`src/rtl/usb_ctrl_out_ep_buf.sv`:
```
// Single-buffered OUT/SETUP endpoint buffer: token match, payload capture, ACK/NAK/STALL, pop interface.
// Optional macro USB_OUT_EP_TOGGLE_CHECK_EN enables DATA0/DATA1 duplicate detection.
module usb_ctrl_out_ep_buf #(
  parameter int unsigned EP_NUM       = 0,
  parameter int unsigned MAX_PKT_SIZE = 32
) (
  input  logic       clk,
  input  logic       reset,
  input  logic [6:0] dev_addr,
  input  logic       rx_pkt_start,
  input  logic       rx_pkt_end,
  input  logic       rx_pkt_valid,
  input  logic [3:0] rx_pid,
  input  logic [6:0] rx_addr,
  input  logic [3:0] rx_endp,
  input  logic       rx_data_put,
  input  logic [7:0] rx_data,
  output logic       tx_pkt_req,
  output logic [3:0] tx_pid,
  input  logic       out_ep_req,
  output logic       out_ep_grant,
  output logic       out_ep_data_avail,
  output logic       out_ep_setup,
  input  logic       out_ep_data_get,
  output logic [7:0] out_ep_data,
  input  logic       out_ep_stall,
  output logic       out_ep_acked
);

  localparam int unsigned PW = $clog2(MAX_PKT_SIZE + 1);
  localparam int unsigned AW = (MAX_PKT_SIZE > 1) ? $clog2(MAX_PKT_SIZE) : 1;
  localparam logic [3:0]    EP   = 4'(EP_NUM);
  localparam logic [PW-1:0] MAXP = PW'(MAX_PKT_SIZE);

  localparam logic [3:0] PID_OUT   = 4'b0001;
  localparam logic [3:0] PID_SETUP = 4'b1101;
  localparam logic [3:0] PID_DATA0 = 4'b0011;
  localparam logic [3:0] PID_DATA1 = 4'b1011;
  localparam logic [3:0] PID_ACK   = 4'b0010;
  localparam logic [3:0] PID_NAK   = 4'b1010;
  localparam logic [3:0] PID_STALL = 4'b1110;

  typedef enum logic [1:0] {S_IDLE, S_TOKEN, S_DATA, S_HOLD} state_e;

  state_e        state_q, state_d;
  logic          setup_q, setup_d;
  logic [PW-1:0] wptr_q, wptr_d;
  logic [PW-1:0] rptr_q, rptr_d;
  logic [PW-1:0] len_q, len_d;
  logic          ovf_q, ovf_d;
  logic          nak_tok_q, nak_tok_d;
  logic          nak_dat_q, nak_dat_d;
  logic          tx_req_q, tx_req_d;
  logic [3:0]    tx_pid_q, tx_pid_d;
  logic          acked_q, acked_d;
  logic [7:0]    rd_q, rd_d;
`ifdef USB_OUT_EP_TOGGLE_CHECK_EN
  logic          tog_q, tog_d;
  logic          dtog_q, dtog_d;
`endif

  logic [7:0] buf_mem [MAX_PKT_SIZE];

  logic tok_ok, setup_tok, out_tok, is_data_pid, avail, pop, wr_en;

  assign tok_ok      = rx_pkt_end && rx_pkt_valid && (rx_addr == dev_addr) && (rx_endp == EP);
  assign setup_tok   = tok_ok && (rx_pid == PID_SETUP);
  assign out_tok     = tok_ok && (rx_pid == PID_OUT);
  assign is_data_pid = (rx_pid == PID_DATA0) || (rx_pid == PID_DATA1);
  assign avail       = (state_q == S_HOLD) && (rptr_q < len_q);
  assign pop         = (state_q == S_HOLD) && out_ep_data_get && out_ep_req && avail;

  always_comb begin
    state_d   = state_q;
    setup_d   = setup_q;
    wptr_d    = wptr_q;
    rptr_d    = rptr_q;
    len_d     = len_q;
    ovf_d     = ovf_q;
    nak_tok_d = nak_tok_q;
    nak_dat_d = nak_dat_q;
    tx_req_d  = 1'b0;
    tx_pid_d  = tx_pid_q;
    acked_d   = 1'b0;
    rd_d      = rd_q;
    wr_en     = 1'b0;
`ifdef USB_OUT_EP_TOGGLE_CHECK_EN
    tog_d     = tog_q;
    dtog_d    = dtog_q;
`endif

    case (state_q)
      S_IDLE: begin
        if (out_tok) begin
          state_d = S_TOKEN;
          setup_d = 1'b0;
        end
      end
      S_TOKEN: begin
        if (rx_pkt_start) begin
          if (is_data_pid) begin
            state_d = S_DATA;
            wptr_d  = '0;
            ovf_d   = 1'b0;
`ifdef USB_OUT_EP_TOGGLE_CHECK_EN
            dtog_d  = rx_pid[3];
`endif
          end else begin
            state_d = S_IDLE;
          end
        end
      end
      S_DATA: begin
        if (rx_data_put) begin
          if (wptr_q < MAXP) begin
            wr_en  = 1'b1;
            wptr_d = wptr_q + PW'(1);
          end else begin
            ovf_d = 1'b1;
          end
        end
        if (rx_pkt_end) begin
          state_d = S_IDLE;
          if (rx_pkt_valid && !ovf_q) begin
            if (!setup_q && out_ep_stall) begin
              tx_req_d = 1'b1;
              tx_pid_d = PID_STALL;
            end else begin
              tx_req_d = 1'b1;
              tx_pid_d = PID_ACK;
              acked_d  = 1'b1;
`ifdef USB_OUT_EP_TOGGLE_CHECK_EN
              if (setup_q) begin
                tog_d = 1'b1;
              end else if (dtog_q != tog_q) begin
                acked_d = 1'b0;
              end else begin
                tog_d = ~tog_q;
              end
`endif
              if (acked_d) begin
                len_d   = wptr_q;
                rptr_d  = '0;
                state_d = (wptr_q == '0) ? S_IDLE : S_HOLD;
              end
            end
          end
        end
      end
      S_HOLD: begin
        if (pop) begin
          rd_d   = buf_mem[rptr_q[AW-1:0]];
          rptr_d = rptr_q + PW'(1);
          if (rptr_q + PW'(1) == len_q) state_d = S_IDLE;
        end
        if (out_tok) nak_tok_d = 1'b1;
      end
      default: state_d = S_IDLE;
    endcase

    // NAK tracking survives leaving HOLD so the pending data packet still gets its handshake.
    if (nak_tok_q && rx_pkt_start) begin
      nak_tok_d = 1'b0;
      nak_dat_d = is_data_pid;
    end
    if (nak_dat_q && rx_pkt_end) begin
      nak_dat_d = 1'b0;
      if (rx_pkt_valid) begin
        tx_req_d = 1'b1;
        tx_pid_d = PID_NAK;
      end
    end

    if (setup_tok) begin
      state_d   = S_TOKEN;
      setup_d   = 1'b1;
      wptr_d    = '0;
      rptr_d    = '0;
      len_d     = '0;
      ovf_d     = 1'b0;
      nak_tok_d = 1'b0;
      nak_dat_d = 1'b0;
      tx_req_d  = 1'b0;
      tx_pid_d  = tx_pid_q;
      acked_d   = 1'b0;
    end
  end

  always_ff @(posedge clk) begin
    if (reset) begin
      state_q   <= S_IDLE;
      setup_q   <= 1'b0;
      wptr_q    <= '0;
      rptr_q    <= '0;
      len_q     <= '0;
      ovf_q     <= 1'b0;
      nak_tok_q <= 1'b0;
      nak_dat_q <= 1'b0;
      tx_req_q  <= 1'b0;
      tx_pid_q  <= '0;
      acked_q   <= 1'b0;
      rd_q      <= '0;
`ifdef USB_OUT_EP_TOGGLE_CHECK_EN
      tog_q     <= 1'b0;
      dtog_q    <= 1'b0;
`endif
    end else begin
      state_q   <= state_d;
      setup_q   <= setup_d;
      wptr_q    <= wptr_d;
      rptr_q    <= rptr_d;
      len_q     <= len_d;
      ovf_q     <= ovf_d;
      nak_tok_q <= nak_tok_d;
      nak_dat_q <= nak_dat_d;
      tx_req_q  <= tx_req_d;
      tx_pid_q  <= tx_pid_d;
      acked_q   <= acked_d;
      rd_q      <= rd_d;
`ifdef USB_OUT_EP_TOGGLE_CHECK_EN
      tog_q     <= tog_d;
      dtog_q    <= dtog_d;
`endif
    end
  end

  always_ff @(posedge clk) begin
    if (wr_en) buf_mem[wptr_q[AW-1:0]] <= rx_data;
  end

  assign tx_pkt_req        = tx_req_q;
  assign tx_pid            = tx_pid_q;
  assign out_ep_grant      = (state_q == S_HOLD) && out_ep_req;
  assign out_ep_data_avail = avail;
  assign out_ep_setup      = (state_q == S_HOLD) && setup_q;
  assign out_ep_data       = rd_q;
  assign out_ep_acked      = acked_q;

endmodule

```
`config.mk`:
```
export PLATFORM = sky130hd
export DESIGN_NAME = usb_ctrl_out_ep_buf
export DESIGN_NICKNAME = d
export VERILOG_FILES = /design/src/rtl/usb_ctrl_out_ep_buf.sv
export SDC_FILE = /design/constraint.sdc
export NUM_CORES = 1
export LEC_CHECK = 0
export CORE_MARGIN = 1.5
export CORE_UTILIZATION = 50
export CTS_CLUSTER_SIZE = 14
export DETAILED_ROUTE_END_ITERATION = 8
export GPL_TIMING_DRIVEN = 0
export PLACE_DENSITY = 0.69
export SYNTH_ARGS = -nofsm -noshare
export SYNTH_HDL_FRONTEND = slang
export SYNTH_SLANG_ARGS = --single-unit
```
`constraint.sdc`:
```
create_clock -name clk -period 3.6 [get_ports clk]
set_clock_uncertainty 0.05 [all_clocks]
set_input_delay 0.36 -clock clk [delete_from_list [all_inputs] [get_ports clk]]
set_output_delay 0.36 -clock clk [all_outputs]
set_load 0.02 [all_outputs]
```
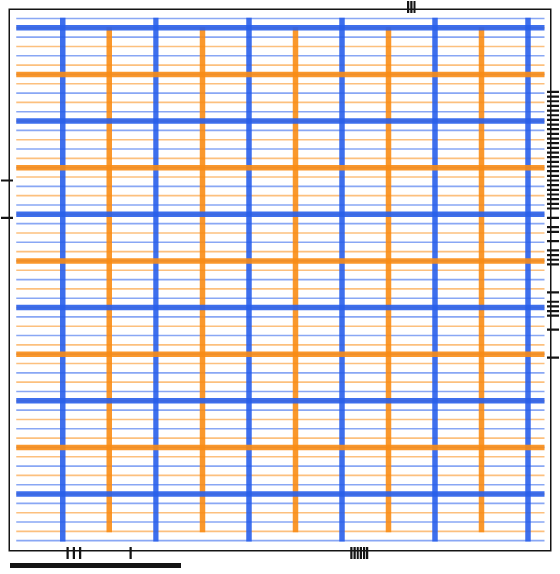
**Above:** run 1 (floorplan with the power grid).
The bar under the picture is 50 um long. Pins as bars on the die edge.
VSS: in blue. VDD: in orange.
56 signal pins sit on the boundary. 11 straps on met4. The core has 56 rows. 11 straps on met5.

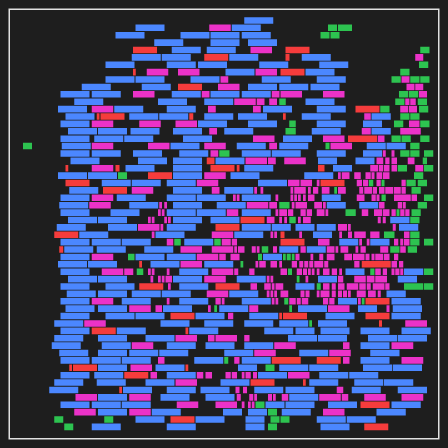
**Above:** run 1 (cell classes on the final placement).
all other logic: in magenta, cells 345. other buffers and delay cells: in green, cells 91. clock drivers and dummy loads: in red, cells 53. flip-flops: in blue, cells 294.

==> impl_metrics.tcl, run 1 <==
# metrics dict for downstream scripts
set metrics [dict create \
    yosys-top-cells-count "edfxtp_1 (256), mux4_2 (66), nor2_1 (63)" \
    power.ir.vdd_worst_mv 0.297 \
    timing.final.crit_period_ns 3.22 \
    hold-path-endpoint "setup_q$_SDFFE_PP0P_" \
    first_global_vias 6564 \
    tightestPinTransition_ns 1.38 \
    buffers_inverters_on_critical_path 4 \
    layout.sequential_cells 294 \
    type_of_the_worst_min_delay_path "input pin to flip-flop" \
    sh_comb_area_pct 23.2 \
    simple_gate_area_share_pct 7.16 \
    hold_buffers 0 \
    detailroute.via_count 6574 \
    cts_max_level 1 \
    final-nonclk-buf-share_pct 5.70 \
    synth_dominant_cell_count "edfxtp_1" \
    tritoncts.num_buffers 29 \
    post_drt_wl_per_cell_um 24.1 \
    synth.top_cells.by_area "edfxtp_1 (64%), mux4_2 (12%), dfxtp_1 (6.4%)" \
    timing.rr.end "out_ep_data[1]$_SDFFE_PP0P_" \
    ios 56 \
    grt_pass1_wl_mm 39.7 \
    sh_seq_area_pct 61.1 \
    reg2reg_slack_ns 0.65 \
    max_clock_freq_mhz 311 \
    crit_start "rptr_q[0]$_SDFFE_PP0P_" \
    finish.instance_area_um2 13800 \
    syn-instance-count 676 \
    route.detailed.drc 0 \
    portBuffers 54 \
    final.period_utilization_pct 89.4 \
    worstHoldStart "rx_pid[2]" \
    cts_tree "done" \
    final_max_slew_viol_count 0 \
    worst_setup_path_endpoint "out_ep_data_avail" \
    postLayoutCoreUtil_pct 58.9 \
    clock_path_buffers 3 \
    tool_warnings 29 \
    grt_antenna_before_repair 0 \
    total_power_w 0.00681 \
    worst_hold_check_slack_ns 0.159 \
    post-synth-top-area-cell "edfxtp_1" \
    area.growth.synth_to_final_pct 15.8 \
    status "finished clean" \
    syn_nets 726 \
    worst-setup-path-type "flip-flop to output port" \
    die_area_um2 24800 \
    nNonClkBuffers 91 \
    yosys_warnings 0 \
    area_dominant_class "flip-flops and latches" \
    rsz_0062_raised_after_global_routing "false" \
    std_cell_rows 56 \
    nets 811 \
    non_filler_instances 1102 \
    timing.critical_path.depth 9 \
]
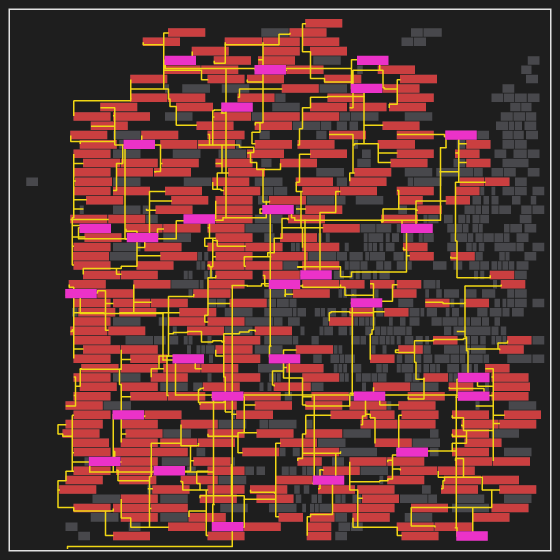
**Above:** run 1 (routed clock nets over the placement).
clock wires: in yellow, length 3,220 um. cells driving clock nets: in magenta, count 29. flip-flops: in red, count 294.
Position of the flops: all over the die.

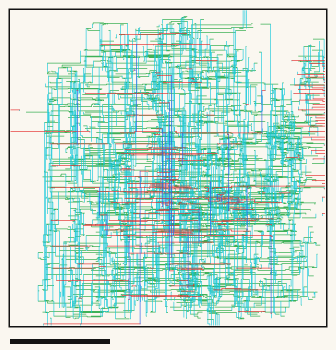
**Above:** run 1 (metal layers overlaid).
The bar under the picture is 50 um long.
met1: in green, wire length 11,000 um. met3: in red, wire length 2,210 um. met4: in blue, wire length 671 um. met2: in cyan, wire length 12,600 um.

-- run 1: cells by family after synthesis --
group	Yosys count
flops	294
fa+ha+maj	11
buf+inv	48
compound gates	72
simple gates	159
mux	75
xor+xnor	17
-- run 1: per-layer routing --
| layer | global-route usage (%) | up-vias | share of wire, % |
|---|---|---|---|
| met5 | 0 | - | 0 |
| met4 | 6.38 | 0 | 2.5 |
| met3 | 3.77 | 48 | 8.3 |
| met2 | 35.7 | 310 | 48 |
| met1 | 30.8 | 3341 | 42 |
| li1 | - | 2875 | - |
-- run 1: where the power goes --
part / internal [W] / switching [W]
combinational: 0.0000497 / 0.0000734
clock: 0.00175 / 0.00123
sequential: 0.00370 / 0.000000000363
**Run 1: routing congestion**

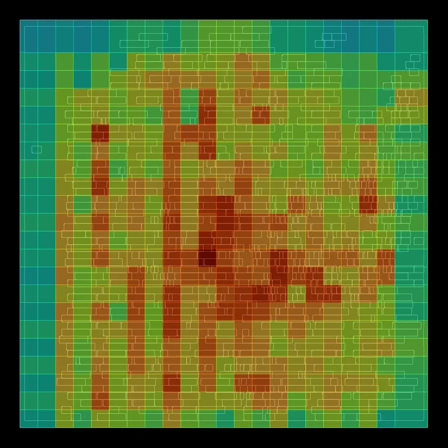

==> run 1 -> run 2 <==
- CAP_MARGIN: not set -> 20
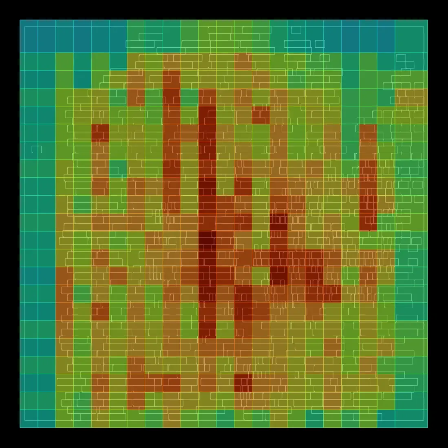
**Above:** run 2 (routing congestion).
Post-Route Utilization: 59.6%
met1 routing resource usage after global routing: 31.5%

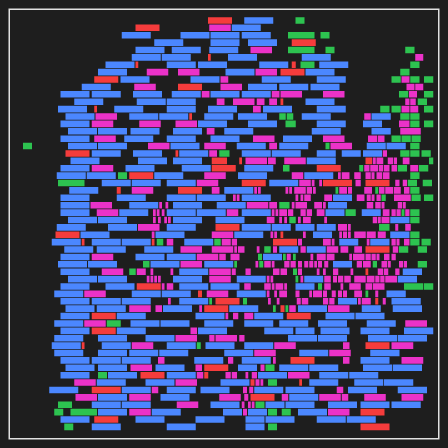
**Above:** run 2 (cell classes on the final placement).
clock drivers and dummy loads: in red, cells 55. other buffers and delay cells: in green, cells 98. all other logic: in magenta, cells 345. flip-flops: in blue, cells 294.

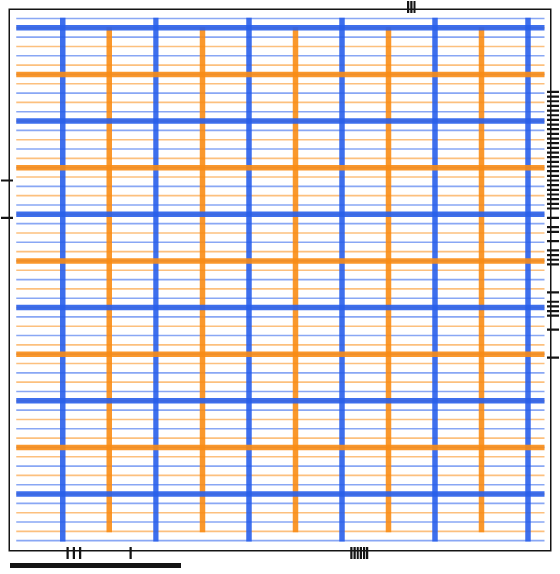
**Above:** run 2 (floorplan with the power grid).
The bar under the picture is 50 um long. Pins as bars on the die edge.
peak ir drop on the vdd network: 0.375 mV
Floorplan Core Area: 23,500 um^2

==> run 2 against run 1 <==
Synthesized area unchanged; combinational power rose by about 10%; flip-flop count is the same; critical path type unchanged; largest cell class unchanged; largest power group unchanged; highest routed layer unchanged.
==> impl_metrics.tcl, run 2 <==
# metrics dict for downstream scripts
set metrics [dict create \
    status "finished clean" \
    comb_power_share_pct 2.1 \
    hold_buffers 0 \
    worst_setup_path_endpoint "out_ep_data_avail" \
    tightestPinTransition_ns 0.997 \
    power_top_consumer "registers" \
    sh_comb_area_pct 22.9 \
    p_clk_share_pct 43.8 \
    seq_power_share_pct 54.1 \
    clk-power_w 0.00299 \
    std_cell_rows 56 \
    syn-instance-count 676 \
    timing.final.crit_period_ns 3.39 \
    reg2reg_slack_ns 0.46 \
    area_dominant_class "flip-flops and latches" \
    max_clock_freq_mhz 295 \
    ios 56 \
    p_sw_share_pct 19.5 \
    clock_path_buffers 3 \
    finish.instance_area_um2 14000 \
    synth_dominant_cell_count "edfxtp_1" \
    timing.critical_path.depth 10 \
    detailroute.via_count 6624 \
    layout.sequential_cells 294 \
    rsz_0062_raised_after_global_routing "false" \
    power.net_switching_w 0.00133 \
    hold-path-endpoint "setup_q$_SDFFE_PP0P_" \
    worst_hold_check_slack_ns 0.161 \
    pg_seq_w 0.00370 \
    tool_warnings 29 \
    synth.top_cells.by_area "edfxtp_1 (64%), mux4_2 (12%), dfxtp_1 (6.4%)" \
    post-synth-top-area-cell "edfxtp_1" \
    area.growth.synth_to_final_pct 17.1 \
    internal_power_w 0.00550 \
    yosys_warnings 0 \
    tritoncts.num_buffers 30 \
    die_area_um2 24800 \
    grt_antenna_before_repair 0 \
    p_comb_w 0.000141 \
    post_drt_wl_per_cell_um 24.0 \
    type_of_the_worst_min_delay_path "input pin to flip-flop" \
]
run 2: cell counts after synthesis:
Identical to the previous run, type by type.
run 2: per-layer routing:
metal  share of wire (%)  vias to the layer above  GRT usage [%]  wire length (um)
li1                    -                     2890              -                 -
met1                  41                     3369           31.5             11000
met2                  47                      314           35.7             12600
met3                 8.7                       51           3.94              2310
met4                 2.8                        0           7.23               738
met5                   0                        -              0                 0
run 2: worst min-delay path: stages:
cell      delay, ns
clkbuf_2       0.16
a21oi_1        0.15
nor3_1         0.06
run 2: cells by family after synthesis:
kind of cell	synth area share, %
and+or+nand+nor	7.16
xor gates and xnor gates	1.25
DFF	70.8
buffers and inverters	2.36
muxes	13.2
adders and majority gates	1.15
AOI/OAI and AO/OA	4.11
No activity file was given, so power comes from the tool's default toggle rates.
